[src/rtl/counter_sequencer_pkg.sv]
// -----------------------------------------------------------------------------
// counter_sequencer_pkg
//   Shared encodings for the counter run-control sequencer.
//   - state_t  : sequencer state as seen on the 'state' output bus
//   - op_t     : command op-codes carried on 'cmd_op'
//   - TC_RESET : terminal-count reset value (all-ones, sliced to WIDTH by users)
// -----------------------------------------------------------------------------
package counter_sequencer_pkg;

   typedef enum logic [1:0] {
      ST_IDLE  = 2'b00,
      ST_RUN   = 2'b01,
      ST_PAUSE = 2'b10,
      ST_DONE  = 2'b11
   } state_t;

   typedef enum logic [1:0] {
      OP_START = 2'b00,
      OP_STOP  = 2'b01,
      OP_CLEAR = 2'b10,
      OP_LOAD  = 2'b11
   } op_t;

   // Wide enough for any practical WIDTH; consumers take the low WIDTH bits.
   localparam logic [31:0] TC_RESET = '1;

endpackage : counter_sequencer_pkg

[src/rtl/counter_datapath.sv]
// -----------------------------------------------------------------------------
// counter_datapath
//   Count register plus programmable terminal-count register and comparator.
//   Ports:
//     clk, rst    : clock, asynchronous active-high reset
//     clr         : force count to 0 (wins over inc)
//     inc         : count <= count + 1 (modulo 2^WIDTH)
//     load        : tc <= load_data
//     load_data   : new terminal-count value
//     count       : registered count
//     at_tc       : count equals current terminal count
// -----------------------------------------------------------------------------
module counter_datapath
   import counter_sequencer_pkg::*;
#(
   parameter int WIDTH = 8
) (
   input  logic             clk,
   input  logic             rst,
   input  logic             clr,
   input  logic             inc,
   input  logic             load,
   input  logic [WIDTH-1:0] load_data,
   output logic [WIDTH-1:0] count,
   output logic             at_tc
);

   logic [WIDTH-1:0] tc;

   // NOTE: sequential state uses non-blocking assignments so every flop samples
   // pre-edge values, independent of process ordering.
   always_ff @(posedge clk or posedge rst) begin
      if (rst) begin
         count <= '0;
      end else if (clr) begin
         count <= '0;
      end else if (inc) begin
         count <= count + 1'b1;
      end
   end

   always_ff @(posedge clk or posedge rst) begin
      if (rst) begin
         tc <= TC_RESET[WIDTH-1:0];
      end else if (load) begin
         tc <= load_data;
      end
   end

   // Compares against the pre-edge tc, so a LOAD coinciding with a tick
   // evaluates that tick against the old terminal count.
   assign at_tc = (count == tc);

endmodule : counter_datapath

[src/rtl/counter_sequencer.sv]
// -----------------------------------------------------------------------------
// counter_sequencer
//   Run-control FSM for an up-counter: accepts START/STOP/CLEAR/LOAD over a
//   valid/ready handshake, advances the count on tick_en while running, and
//   stops (one-shot) or wraps to 0 (auto-reload) at the terminal count.
//   Ports:
//     clk, rst     : clock, asynchronous active-high reset
//     cmd_valid    : command present
//     cmd_ready    : command may be accepted this cycle (drops 1 cycle per accept)
//     cmd_op       : 00 START, 01 STOP, 10 CLEAR, 11 LOAD
//     cmd_data     : terminal-count value for LOAD
//     mode_reload  : 1 = auto-reload at terminal count, 0 = one-shot
//     tick_en      : count advance qualifier
//     count        : registered count
//     state        : 00 IDLE, 01 RUN, 10 PAUSE, 11 DONE
//     done         : registered one-cycle pulse after a terminal tick
// -----------------------------------------------------------------------------
module counter_sequencer
   import counter_sequencer_pkg::*;
#(
   parameter int WIDTH = 8
) (
   input  logic             clk,
   input  logic             rst,
   input  logic             cmd_valid,
   output logic             cmd_ready,
   input  logic [1:0]       cmd_op,
   input  logic [WIDTH-1:0] cmd_data,
   input  logic             mode_reload,
   input  logic             tick_en,
   output logic [WIDTH-1:0] count,
   output logic [1:0]       state,
   output logic             done
);

   state_t state_q, state_d;
   logic   ready_q;
   logic   done_q, done_d;
   logic   accept;
   logic   cnt_clr, cnt_inc, tc_load;
   logic   at_tc;

   assign accept = cmd_valid & ready_q;

   counter_datapath #(.WIDTH(WIDTH)) u_datapath (
      .clk       (clk),
      .rst       (rst),
      .clr       (cnt_clr),
      .inc       (cnt_inc),
      .load      (tc_load),
      .load_data (cmd_data),
      .count     (count),
      .at_tc     (at_tc)
   );

   // Tick handling is resolved first; an accepted command then overrides it
   // where the command must win (STOP/CLEAR while running).
   always_comb begin
      // NOTE: every output of this block gets a default before any branch, so
      // no path leaves a signal unassigned and no latch is inferred.
      state_d = state_q;
      done_d  = 1'b0;
      cnt_clr = 1'b0;
      cnt_inc = 1'b0;
      tc_load = 1'b0;

      if (state_q == ST_RUN && tick_en) begin
         if (at_tc) begin
            done_d = 1'b1;
            if (mode_reload) cnt_clr = 1'b1;
            else             state_d = ST_DONE;
         end else begin
            cnt_inc = 1'b1;
         end
      end

      if (accept) begin
         case (op_t'(cmd_op))
            OP_LOAD: begin
               tc_load = 1'b1;
            end
            OP_START: begin
               // START in RUN is ignored; the tick above proceeds untouched.
               if (state_q == ST_IDLE || state_q == ST_PAUSE) begin
                  state_d = ST_RUN;
               end else if (state_q == ST_DONE) begin
                  cnt_clr = 1'b1;
                  state_d = ST_RUN;
               end
            end
            OP_STOP: begin
               if (state_q == ST_RUN) begin
                  state_d = ST_PAUSE;
                  cnt_inc = 1'b0;
                  cnt_clr = 1'b0;
                  done_d  = 1'b0;
               end else if (state_q == ST_DONE) begin
                  state_d = ST_IDLE;
               end
            end
            OP_CLEAR: begin
               cnt_clr = 1'b1;
               cnt_inc = 1'b0;
               done_d  = 1'b0;
               state_d = (state_q == ST_RUN) ? ST_RUN : ST_IDLE;
            end
            default: ;
         endcase
      end
   end

   always_ff @(posedge clk or posedge rst) begin
      if (rst) begin
         state_q <= ST_IDLE;
         ready_q <= 1'b1;
         done_q  <= 1'b0;
      end else begin
         state_q <= state_d;
         // One bubble after every accept caps the rate at one command per two cycles.
         ready_q <= ~accept;
         done_q  <= done_d;
      end
   end

   assign cmd_ready = ready_q;
   assign state     = state_q;
   assign done      = done_q;

endmodule : counter_sequencer

[config.mk]
export PLATFORM = sky130hd
export DESIGN_NAME = counter_sequencer
export DESIGN_NICKNAME = d
export VERILOG_FILES = /design/src/rtl/counter_sequencer_pkg.sv /design/src/rtl/counter_datapath.sv /design/src/rtl/counter_sequencer.sv
export SDC_FILE = /design/constraint.sdc
export NUM_CORES = 1
export LEC_CHECK = 0
export CAP_MARGIN = 5
export CORE_ASPECT_RATIO = 1.75
export CORE_MARGIN = 4
export CORE_UTILIZATION = 45
export DETAILED_ROUTE_END_ITERATION = 6
export DONT_BUFFER_PORTS = 1
export PLACE_DENSITY = 0.58
export SLEW_MARGIN = 20
export SYNTH_ARGS = -nofsm -noshare
export SYNTH_HDL_FRONTEND = slang
export SYNTH_SLANG_ARGS = --single-unit
[constraint.sdc]
create_clock -name clk -period 2.4 [get_ports clk]
set_input_delay 0.48 -clock clk [delete_from_list [all_inputs] [get_ports clk]]
set_output_delay 0.48 -clock clk [all_outputs]
set_load 0.05 [all_outputs]
==> images/clock_nets.png <==
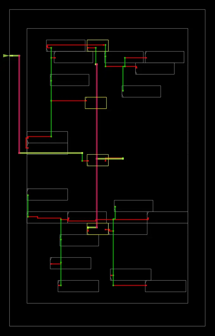
clkbuf count: 4
Sink Count: 20
Latency at later pin: 0.26 ns

==> images/layers.png <==
(8 px per um)
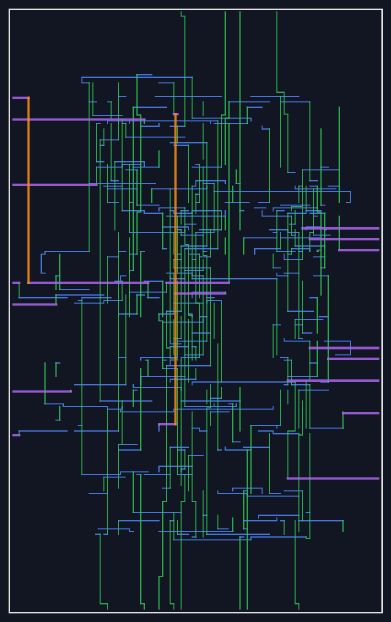
layer	color	wire length
M3	purple	138 um
M2	green	1290 um
M1	blue	754 um
M4	orange	61.9 um

==> out/results.ini <==
[pwr]
switching_share_pct = 37.75
p_comb_share_pct = 35.7
pg_comb_w = 0.000401
peakVddDrop_mv = 0.5161
clock_power_w = 0.000257

[layout]
area_share_nonclk_buffers_pct = 6.250
multiInputGateArea_um2 = 620.6
clock_area_share_pct = 4.167
regArea_um2 = 511.7
inv_count = 5
comb_cells = 76
drive_gt1_share_pct = 29.31
diodes = 0

[critical_path]
worstSetupEndpointType = flop
cp_top_family = simple AND/OR/NAND/NOR gates
critical_path_required_ns = 2.54
slowest_stage = dfstp_2
path_buffers = 0
crit_type = flop to flop

[logic_synthesis]
ys_cells = 102
yosysTopAreaCellShare_pct = 23.68
ys_area_um2 = 1162
ys_sh_mux_pct = 8.611
netlist_instances = 102
synthXorXnorAreaFrac_pct = 11.30
yosys.area.top_type = dfrtp_1
ys_seq_share_pct = 44.03
ys_sh_simple_pct = 16.47
edf_count = 0
yosysWarnings = 0
synth_adder_area_share_pct = 6.459

[sta]
finalSetupTns_ns = 0
rsz0062_at_grt = no
setup_viol = 0

[routing]
dr_wl_met3_um = 138
top_layer_used = met4
drc = 0
route.antenna.remaining_nets = 0
via_per_inst = 5.732
dr_wl_met2_um = 1292
wl_per_cell_um = 15.82

[clock_network]
cts_buffers = 3
htreeDepth = 1

[place]
dpl_cell_area_um2 = 1266
place_ws_ns = 0.5163
place.gp.congestion = 0.7770
io_buffers = 0

[run]
warning_count = 30

[floorplan]
core-area_um2 = 2492
chipArea_um2 = 3492
fp.dieW_um = 46.42

[grt]
antenna_found_initial = 0
grt_busiest_layer = met2
grtUsageTotal_pct = 15.34
grt_use_met2_pct = 27.61
first_global_vias = 882
grt_util_met3_pct = 3.349

[status]
status = finished clean

